$ cat config.mk
export PLATFORM = sky130hd
export DESIGN_NAME = gf_2ton_koa_reduce_accumulator
export DESIGN_NICKNAME = d
export VERILOG_FILES = /design/src/rtl/gf_2ton_koa_reduce_accumulator.sv
export SDC_FILE = /design/constraint.sdc
export NUM_CORES = 2
export LEC_CHECK = 0
export CORE_AREA = 3 3 403 405
export DETAILED_ROUTE_END_ITERATION = 10
export DIE_AREA = 0 0 406 408
export PLACE_DENSITY_LB_ADDON = 0.25
export RECOVER_POWER = 25
export SYNTH_ARGS = -nofsm -noshare
export SYNTH_HDL_FRONTEND = slang
export SYNTH_SLANG_ARGS = --single-unit
$ cat constraint.sdc
create_clock -name i_clock -period 1.6 [get_ports i_clock]
set_input_delay 0.16 -clock i_clock [delete_from_list [all_inputs] [get_ports i_clock]]
set_output_delay 0.16 -clock i_clock [all_outputs]
set_load 0.01 [all_outputs]
$ cat src/rtl/gf_2ton_koa_reduce_accumulator.sv
// GHASH tail: XOR-sums the Karatsuba product lanes, reduces modulo x^NB_DATA + R(x)
// in two registered folds, and accumulates reduced beats across a frame.
module gf_2ton_koa_reduce_accumulator #(
  parameter int                 N_INSTANCES = 3,
  parameter int                 NB_DATA     = 128,
  parameter logic [NB_DATA-1:0] POLY_R      = 128'h87,
  parameter int                 NB_COUNT    = 16
) (
  input  logic                                   i_clock,
  input  logic                                   i_reset_n,
  input  logic [N_INSTANCES*(2*NB_DATA+1)-1:0]   i_data_bus,
  input  logic                                   i_valid,
  input  logic                                   i_sof,
  input  logic                                   i_eof,
  output logic [NB_DATA-1:0]                     o_data,
  output logic                                   o_valid,
  output logic [NB_DATA-1:0]                     o_acc,
  output logic                                   o_acc_valid,
  output logic [NB_COUNT-1:0]                    o_block_count
);

  localparam int LANE_W = 2*NB_DATA + 1;
  localparam int PROD_W = 2*NB_DATA - 1;

  function automatic int poly_deg(input logic [NB_DATA-1:0] p);
    int d;
    d = 0;
    for (int i = 0; i < NB_DATA; i++) if (p[i]) d = i;
    return d;
  endfunction

  localparam int DEG_R = poly_deg(POLY_R);
  // Overflow of the first fold spans DEG_R-1 bits; keep at least one bit so slices stay legal.
  localparam int HI_W  = (DEG_R > 1) ? DEG_R - 1 : 1;
  localparam int S1_W  = NB_DATA + HI_W;

  function automatic logic [S1_W-1:0] clmul_hi(input logic [NB_DATA-2:0] a);
    logic [S1_W-1:0] res;
    logic [S1_W-1:0] r_ext;
    res   = '0;
    r_ext = S1_W'(POLY_R);
    for (int i = 0; i < NB_DATA-1; i++) if (a[i]) res ^= r_ext << i;
    return res;
  endfunction

  function automatic logic [NB_DATA-1:0] clmul_lo(input logic [HI_W-1:0] b);
    logic [NB_DATA-1:0] res;
    res = '0;
    for (int i = 0; i < HI_W; i++) if (b[i]) res ^= POLY_R << i;
    return res;
  endfunction

  logic [PROD_W-1:0]  s0_d, s0_q;
  logic [S1_W-1:0]    s1_d, s1_q;
  logic [NB_DATA-1:0] r;
  logic               v1, sof1, eof1;
  logic               v2, sof2, eof2;

  always_comb begin
    s0_d = '0;
    for (int k = 0; k < N_INSTANCES; k++) s0_d ^= i_data_bus[k*LANE_W +: PROD_W];
  end

  assign s1_d = S1_W'(s0_q[NB_DATA-1:0]) ^ clmul_hi(s0_q[PROD_W-1:NB_DATA]);
  assign r    = s1_q[NB_DATA-1:0] ^ clmul_lo(s1_q[S1_W-1:NB_DATA]);

  always_ff @(posedge i_clock or negedge i_reset_n) begin
    if (!i_reset_n) begin
      v1   <= 1'b0;
      sof1 <= 1'b0;
      eof1 <= 1'b0;
      v2   <= 1'b0;
      sof2 <= 1'b0;
      eof2 <= 1'b0;
      s0_q <= '0;
      s1_q <= '0;
    end else begin
      v1   <= i_valid;
      sof1 <= i_sof;
      eof1 <= i_eof;
      v2   <= v1;
      sof2 <= sof1;
      eof2 <= eof1;
      if (i_valid) s0_q <= s0_d;
      if (v1)      s1_q <= s1_d;
    end
  end

  always_ff @(posedge i_clock or negedge i_reset_n) begin
    if (!i_reset_n) begin
      o_data        <= '0;
      o_valid       <= 1'b0;
      o_acc         <= '0;
      o_acc_valid   <= 1'b0;
      o_block_count <= '0;
    end else begin
      o_valid     <= v2;
      o_acc_valid <= v2 & eof2;
      if (v2) begin
        o_data <= r;
        o_acc  <= (sof2 ? '0 : o_acc) ^ r;
        // Counter saturates rather than wrapping on very long frames.
        if (sof2)                o_block_count <= NB_COUNT'(1);
        else if (~&o_block_count) o_block_count <= o_block_count + 1'b1;
      end
    end
  end

endmodule

==> run notes <==
Status on the layout run. The register with the most flip-flops in the layout has roughly 260 of them. Detailed-route iteration 0 reported a violation count of 878. Total net switching power landed at 0.02892 W. For this run the top cell type by instance count after synthesis was xnor2_1. Cell internal power was estimated by the tool at ~0.053 W.

Along the worst path, the maximum fanout reaches 7. Number of iterations in the first detailed-routing pass landed at 5. The placement summary gives the final routability congestion estimate as 0.7936. In the setup report, the worst path falls into the class register to register.

The most critical hold endpoint after final layout shows a slack of 0.2139 ns. The cell-mix breakdown from Yosys lists the adder-cell area share as less than 1%. Cell resize tally after clock tree synthesis landed at 617. The final layout contains routed wiring with a total length of 120.4 mm. The synthesized design contains 0 enable-type register cells. Portion of total power attributed to combinational logic landed at roughly two fifths. Placement row count landed at 146. The detailed router placed 25,370 vias in this run.

Grouping stages by cell kind, the critical path spends the most delay in simple AND/OR/NAND/NOR gates. H-tree depth landed at 3. The checks that failed: negative setup slack.

Count of final hold-check violations landed at 0. Area share of xor/xnor cells in the synthesized design landed at 24.21%. Slew of the pin with the lowest slew margin landed at 0.6216 ns. Cell leakage power landed at 20.60 nW. Warning count from the yosys run landed at 0. Final standard cell count with taps included and fillers excluded landed at 6,240.

The run finished, with violations left. Critical path required time landed at 2.13 ns. In this run, the synthesized area fraction spent on and/or/nand/nor cells is recorded as 2.329%. The registers reported with the highest flop counts are s0_q (255), s1_q (134). Per-cell routed wire length landed at 19.30 µm. The finished cells cover between 0.05 and 0.06 mm². The DRC violation total left in the routed layout is recorded as 0. Pins over their slew limit in the final report were tallied at 0. Setup-violating endpoint count in the final report landed at 7.

Clock-pin slew was measured on the worst setup and hold paths at ~0.06 ns. Number of clock sinks landed at about 670. I/O pin total landed at 1,050.

Minimum setup slack in the final design landed at -0.04180 ns. Number of synthesized register bits landed at approximately 670. After technology mapping, the gate count stands at 2,877. Setup repair after global routing could not meet its margin everywhere. Cells fill 33.10% of the core in the end.
-- worst paths after layout --
kind / end / slack, ns / start / depth (start not counted)
min in group asynchronous: o_acc[114] / 0.63 / i_reset_n / 4
worst min-delay path: s0_q[24] / 0.21 / i_data_bus[281] / 3
worst max register to register: o_block_count[10] / -0.04 / o_block_count[0] / 6
worst max-delay path: o_block_count[10] / -0.04 / o_block_count[0] / 6
worst min register to register: sof2 / 0.33 / sof1 / 0
max in group asynchronous: o_data[57] / 0.01 / i_reset_n / 5
-- area by class of cell --
class                   instances  area [µm²]  area share (%)
diodes                          1       2.502        0.004763
clock buffers                 124        2402           4.572
clock inverters                25       351.6          0.6691
inverters                       2       7.507         0.01429
multi-input cells            2086       18090           34.43
flip-flops and latches        669       16760           31.90
well taps                    2072        2592           4.934
repair buffers               1261       12330           23.47
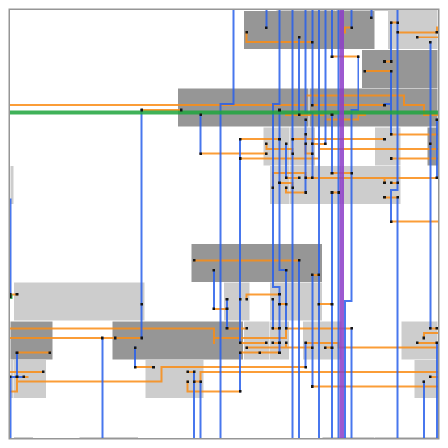
closeup.png
Region (290, 87) to (320, 117) µm. Cells in grey, sequential cells in the stronger grey; small squares are vias.
Green shows M3. Purple shows M4. Blue shows M2. Orange shows M1.
Sequential cells in the window: 6. Most frequent: dfrtp_1 (6), a21oi_1 (4), mux2_2 (3). 23 logic cells have their middle in the window. Netlist names of flops here include s1_q (3), o_acc (2).

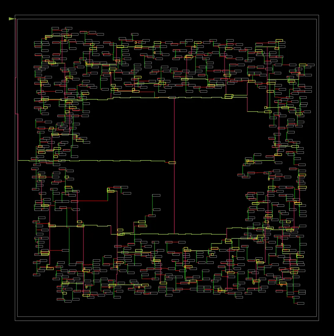
clock_nets.png
Clk power: 0.0190 W
TritonCTS buffer count: 84
latest clock arrival within the worst-skew pair: 0.67 ns
count of clock buffers in the final design: 124
final sequential cell count: 669

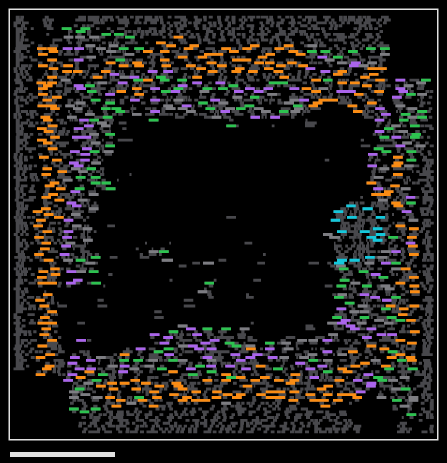
ff_map.png
Bar = 100 µm. Other sequential cells in the stronger grey, the rest of the logic in the fainter grey.
Green shows o_data, placed flops 128, where spread over the die. Cyan shows o_block_count, placed flops 16, where east. Orange shows s0_q, placed flops 255, where spread over the die. Purple shows s1_q, placed flops 134, where spread over the die.

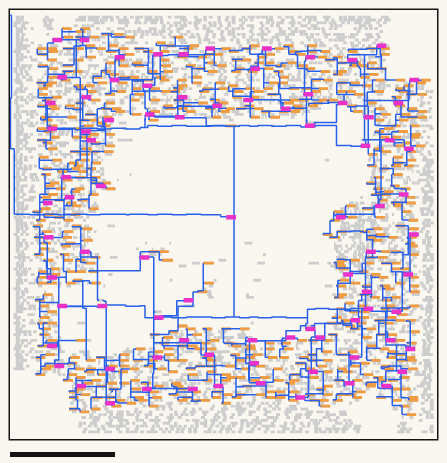
clock_wires.png
Bar = 100 µm.
Orange shows flip-flops, count 669. Blue shows clock wires, length 11,000 µm. Magenta shows clock-net drivers, count 84.
Position of the flops: spread over the die. There are 85 routed clock nets.
clock network fraction of total power: 23.4%
final setup skew: 0.03565 ns

No activity file was given, so power comes from the tool's default toggle rates.
